**src/rtl/sort_sequencer_if.sv**
```systemverilog
// sort_sequencer_if: handshake bundle for the 8-element sort sequencer.
// The master side offers input elements and consumes sorted output;
// the slave side is the sequencer itself.
interface sort_sequencer_if #(
  parameter int W = 8
);
  logic         in_valid;
  logic [W-1:0] in_data;
  logic         in_ready;
  logic         out_valid;
  logic [W-1:0] out_data;
  logic         out_ready;
  logic         busy;

  modport master (
    output in_valid, in_data, out_ready,
    input  in_ready, out_valid, out_data, busy
  );

  modport slave (
    input  in_valid, in_data, out_ready,
    output in_ready, out_valid, out_data, busy
  );
endinterface

```
**src/rtl/sort_sequencer.sv**
```systemverilog
// sort_sequencer: collects 8 unsigned W-bit elements, sorts them with a
// 6-stage bitonic network (one stage per clock, four compare-exchange
// units in parallel) and streams them out in ascending order.
// Optional macro SORT_SEQUENCER_DESC_EN adds a 'desc' input, sampled on
// the 8th accept, which streams the sorted set out largest-first.
module sort_sequencer #(
  parameter int W = 8
) (
  input  logic clk,
  input  logic reset,
`ifdef SORT_SEQUENCER_DESC_EN
  input  logic desc,
`endif
  sort_sequencer_if.slave bus
);

  typedef enum logic [1:0] {
    ST_LOAD = 2'd0,
    ST_SORT = 2'd1,
    ST_OUT  = 2'd2
  } state_t;

  state_t       state_q, state_d;
  logic [2:0]   idx_q, idx_d;
  logic [2:0]   stage_q, stage_d;
  logic [W-1:0] r_q [8];
  logic [W-1:0] r_d [8];
  logic         desc_q, desc_d;
  logic         in_ready_q, in_ready_d;
  logic         out_valid_q, out_valid_d;
  logic         busy_q, busy_d;
  logic [W-1:0] out_data_q, out_data_d;

  // Compare-exchange wiring for the current stage: unit k compares
  // ca[k] against cb[k]; cup[k]=1 puts the minimum in ca[k].
  logic [2:0]   ca [4];
  logic [2:0]   cb [4];
  logic [3:0]   cup;
  logic [2:0]   sel;

  // Bitonic network topology, selected by the stage counter.
  always_comb begin
    ca  = '{3'd0, 3'd2, 3'd4, 3'd6};
    cb  = '{3'd1, 3'd3, 3'd5, 3'd7};
    cup = 4'b1111;
    case (stage_q)
      3'd0: begin
        ca  = '{3'd0, 3'd2, 3'd4, 3'd6};
        cb  = '{3'd1, 3'd3, 3'd5, 3'd7};
        cup = 4'b0101;
      end
      3'd1: begin
        ca  = '{3'd0, 3'd1, 3'd4, 3'd5};
        cb  = '{3'd2, 3'd3, 3'd6, 3'd7};
        cup = 4'b0011;
      end
      3'd2: begin
        ca  = '{3'd0, 3'd2, 3'd4, 3'd6};
        cb  = '{3'd1, 3'd3, 3'd5, 3'd7};
        cup = 4'b0011;
      end
      3'd3: begin
        ca  = '{3'd0, 3'd1, 3'd2, 3'd3};
        cb  = '{3'd4, 3'd5, 3'd6, 3'd7};
        cup = 4'b1111;
      end
      3'd4: begin
        ca  = '{3'd0, 3'd1, 3'd4, 3'd5};
        cb  = '{3'd2, 3'd3, 3'd6, 3'd7};
        cup = 4'b1111;
      end
      default: begin
        ca  = '{3'd0, 3'd2, 3'd4, 3'd6};
        cb  = '{3'd1, 3'd3, 3'd5, 3'd7};
        cup = 4'b1111;
      end
    endcase
  end

  // Next-state, datapath and next-output logic of the LOAD/SORT/OUT FSM.
  always_comb begin
    state_d = state_q;
    idx_d   = idx_q;
    stage_d = stage_q;
    r_d     = r_q;
    desc_d  = desc_q;
    case (state_q)
      ST_LOAD: begin
        if (bus.in_valid && in_ready_q) begin
          r_d[idx_q] = bus.in_data;
          if (idx_q == 3'd7) begin
            idx_d   = 3'd0;
            stage_d = 3'd0;
            state_d = ST_SORT;
`ifdef SORT_SEQUENCER_DESC_EN
            desc_d  = desc;
`else
            desc_d  = 1'b0;
`endif
          end else begin
            idx_d = idx_q + 3'd1;
          end
        end else begin
          idx_d = idx_q;
        end
      end
      ST_SORT: begin
        for (int k = 0; k < 4; k++) begin
          // Unit index pairs are disjoint within a stage, so reading r_q
          // and writing r_d never collide between units.
          if (cup[k] ? (r_q[ca[k]] > r_q[cb[k]]) : (r_q[ca[k]] < r_q[cb[k]])) begin
            r_d[ca[k]] = r_q[cb[k]];
            r_d[cb[k]] = r_q[ca[k]];
          end else begin
            r_d[ca[k]] = r_q[ca[k]];
            r_d[cb[k]] = r_q[cb[k]];
          end
        end
        if (stage_q == 3'd5) begin
          stage_d = 3'd0;
          state_d = ST_OUT;
        end else begin
          stage_d = stage_q + 3'd1;
        end
      end
      ST_OUT: begin
        if (bus.out_ready) begin
          if (idx_q == 3'd7) begin
            idx_d   = 3'd0;
            state_d = ST_LOAD;
          end else begin
            idx_d = idx_q + 3'd1;
          end
        end else begin
          idx_d = idx_q;
        end
      end
      default: begin
        state_d = ST_LOAD;
        idx_d   = 3'd0;
        stage_d = 3'd0;
      end
    endcase

    // Outputs are computed from next-state values so they are registered
    // yet aligned with the state they describe.
    sel         = idx_d ^ {3{desc_d}};
    in_ready_d  = (state_d == ST_LOAD);
    out_valid_d = (state_d == ST_OUT);
    busy_d      = (state_d == ST_SORT);
    out_data_d  = (state_d == ST_OUT) ? r_d[sel] : {W{1'b0}};
  end

  // State, register file and output flops; reset discards any set in flight.
  always_ff @(posedge clk or posedge reset) begin
    if (reset) begin
      state_q     <= ST_LOAD;
      idx_q       <= 3'd0;
      stage_q     <= 3'd0;
      desc_q      <= 1'b0;
      in_ready_q  <= 1'b0;
      out_valid_q <= 1'b0;
      busy_q      <= 1'b0;
      out_data_q  <= {W{1'b0}};
      for (int i = 0; i < 8; i++) begin
        r_q[i] <= {W{1'b0}};
      end
    end else begin
      state_q     <= state_d;
      idx_q       <= idx_d;
      stage_q     <= stage_d;
      desc_q      <= desc_d;
      in_ready_q  <= in_ready_d;
      out_valid_q <= out_valid_d;
      busy_q      <= busy_d;
      out_data_q  <= out_data_d;
      r_q         <= r_d;
    end
  end

  assign bus.in_ready  = in_ready_q;
  assign bus.out_valid = out_valid_q;
  assign bus.out_data  = out_data_q;
  assign bus.busy      = busy_q;

endmodule

```
**src/flat_wrapper.sv**
```systemverilog
// flat-port wrapper written by rule: the top's interface ports become plain ports
module sort_sequencer_flat 
#(
  parameter int W = 8
)
  (clk, reset, bus_in_valid, bus_in_data, bus_out_ready, bus_in_ready, bus_out_valid, bus_out_data, bus_busy);
  sort_sequencer_if #(.W(W)) bus_i ();
  input  logic clk;
  input  logic reset;
  input wire logic [$bits(bus_i.in_valid)-1:0] bus_in_valid;
  input wire logic [$bits(bus_i.in_data)-1:0] bus_in_data;
  input wire logic [$bits(bus_i.out_ready)-1:0] bus_out_ready;
  output wire logic [$bits(bus_i.in_ready)-1:0] bus_in_ready;
  output wire logic [$bits(bus_i.out_valid)-1:0] bus_out_valid;
  output wire logic [$bits(bus_i.out_data)-1:0] bus_out_data;
  output wire logic [$bits(bus_i.busy)-1:0] bus_busy;
  assign bus_i.in_valid = bus_in_valid;
  assign bus_i.in_data = bus_in_data;
  assign bus_i.out_ready = bus_out_ready;
  assign bus_in_ready = bus_i.in_ready;
  assign bus_out_valid = bus_i.out_valid;
  assign bus_out_data = bus_i.out_data;
  assign bus_busy = bus_i.busy;
  sort_sequencer #(.W(W)) u_core (.clk(clk), .reset(reset), .bus(bus_i));
endmodule
```
**config.mk**
```make
export PLATFORM = sky130hd
export DESIGN_NAME = sort_sequencer_flat
export DESIGN_NICKNAME = d
export VERILOG_FILES = /design/src/rtl/sort_sequencer_if.sv /design/src/rtl/sort_sequencer.sv /design/src/flat_wrapper.sv
export SDC_FILE = /design/constraint.sdc
export NUM_CORES = 1
export LEC_CHECK = 0
export CAP_MARGIN = 20
export CORE_ASPECT_RATIO = 0.8
export CORE_MARGIN = 1
export CORE_UTILIZATION = 55
export DETAILED_ROUTE_END_ITERATION = 12
export GPL_TIMING_DRIVEN = 0
export HOLD_SLACK_MARGIN = 0.05
export PLACE_DENSITY_LB_ADDON = 0.25
export SLEW_MARGIN = 20
export SYNTH_ARGS = -nofsm -noshare
export SYNTH_HDL_FRONTEND = slang
export SYNTH_SLANG_ARGS = --single-unit
```
**constraint.sdc**
```tcl
create_clock -name clk -period 4.79 [get_ports clk]
set_clock_uncertainty 0.15 [all_clocks]
set_input_delay 0.958 -clock clk [delete_from_list [all_inputs] [get_ports clk]]
set_output_delay 0.958 -clock clk [all_outputs]
set_load 0.02 [all_outputs]
```
Fig. 1: the metal 1 layer
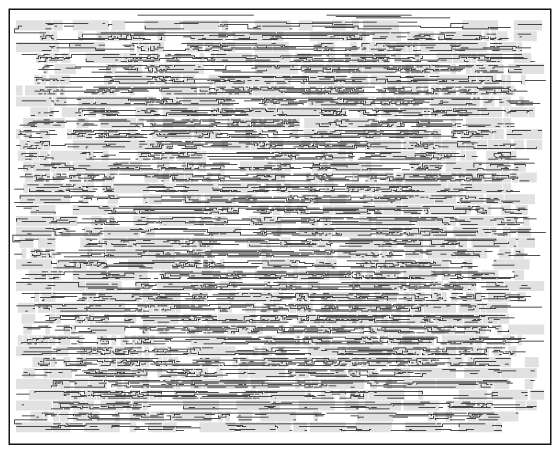
The layer carries 14300 µm of wire. 1032 nets have wire on it. The longest straight run is 60.7 µm.
via count: 9633
met1 Usage GRT: 0.690
Total Wirelength: 39400 µm

Fig. 2: met2 routing
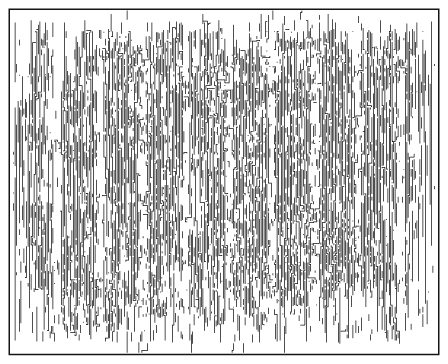
The layer holds 37% of the routed length. The wires run mostly vertical. The longest straight run is 70.7 µm. The layer carries 14600 µm of wire. 939 nets have wire on it.
met2 Track Usage GR: 0.707

Fig. 3: the metal 4 layer
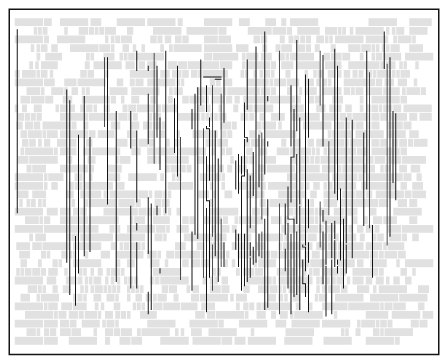
96 nets have wire on it. The layer holds 7.4% of the routed length. The longest straight run is 68.0 µm. The layer carries 2940 µm of wire.

==> CHANGELOG.md <==
### Physical design

- EDFF count, synth: 0
- Startpoint Class: primary input
- Logic area: 0.00586 mm²
- Yosys stat area: 0.00781 mm²
- ClkCell Share: 0.0336
- Number of global-route vias before repair: 8536
- Reg-to-reg critical path endpoint: u_core.bus.out_data[2]$_DFF_PP0_
- DR WL/cell: 32.5 µm
- DP HPWL: 28200 µm
- Measured slew at the worst slew-check pin: 1430 ps
- CTS Hold Bufs: 0
- Synth unique cells: 85
- DRT met1 WL: 14300 µm
- Nonclk buf count: 112
- Ys flops: 84
- Mux frac, synth: 0.100
- Setup ws final: -32.4 ps
- Syn Area/Cell: 8.04 µm²
- Top cells excl fill/tap: nor2_1, nand2_1, dfrtp_1, a21oi_1, o22ai_1
- Synth warnings: 0
- Initial antenna violation count: 0
- Slowest-stage cell, CP: xor2_1
- Fin crit share: 1.01
- WP depth: 10
- RSZ-0062 raised after global routing: yes
- Worst setup EP type: register
- Status: finished, violations left
- # port buffers: 16
- Critical Path Source: bus_in_valid
- Starting DRC count in detailed routing: 2049
- #MultiIn Comb: 779
- First-pass DRT Iterations: 9
- Top sig layer: met5
- First-pass GRT wire length: 55400 µm
- Non-clk invs: 44
- Violated checks: negative setup slack
- Synth Area in XOR/XNOR: 0.0114
- DIE HEIGHT: 109 µm
- Core outline area: 0.0137 mm²
- Register area share after synthesis: 0.269
- Placed Cells: 1168
- H-tree Lvls: 3
- Root Driver: clkbuf_16
- Ports: 23
- Final setup viols: 2
- FILL cells: 1051
- Largest net degree at the start of global routing: 56
- Max-Cap Viols: 0
- Top logic family: AND-OR/OR-AND gates
- Setup bufs post-CTS: 6
- Log Warnings: 27
- Top_reg_cell synth: dfrtp_1
- Clk latency late pin: 370 ps
- Overflow after GRT: 0
- Met2 wire length: 14600 µm
[per-stage QoR]
stage                     area [µm²]  hold WS, ps  setup WS, ps  TNS, ps
final                           9680          423         -32.4    -37.1
after global routing            9680          470         -77.2     -171
after CTS                       9010          422          3.53        0
after detailed placement        8220          406         -1550   -38920
after global placement          8190          395         -1590   -45030
after floorplan                 7810          354           200        0
[metal layers]
layer / up-vias / GRT usage
li1: 3793 / -
met4: 4 / 0.288
met2: 1076 / 0.707
met3: 271 / 0.286
met1: 4489 / 0.690
met5: - / 0.0799
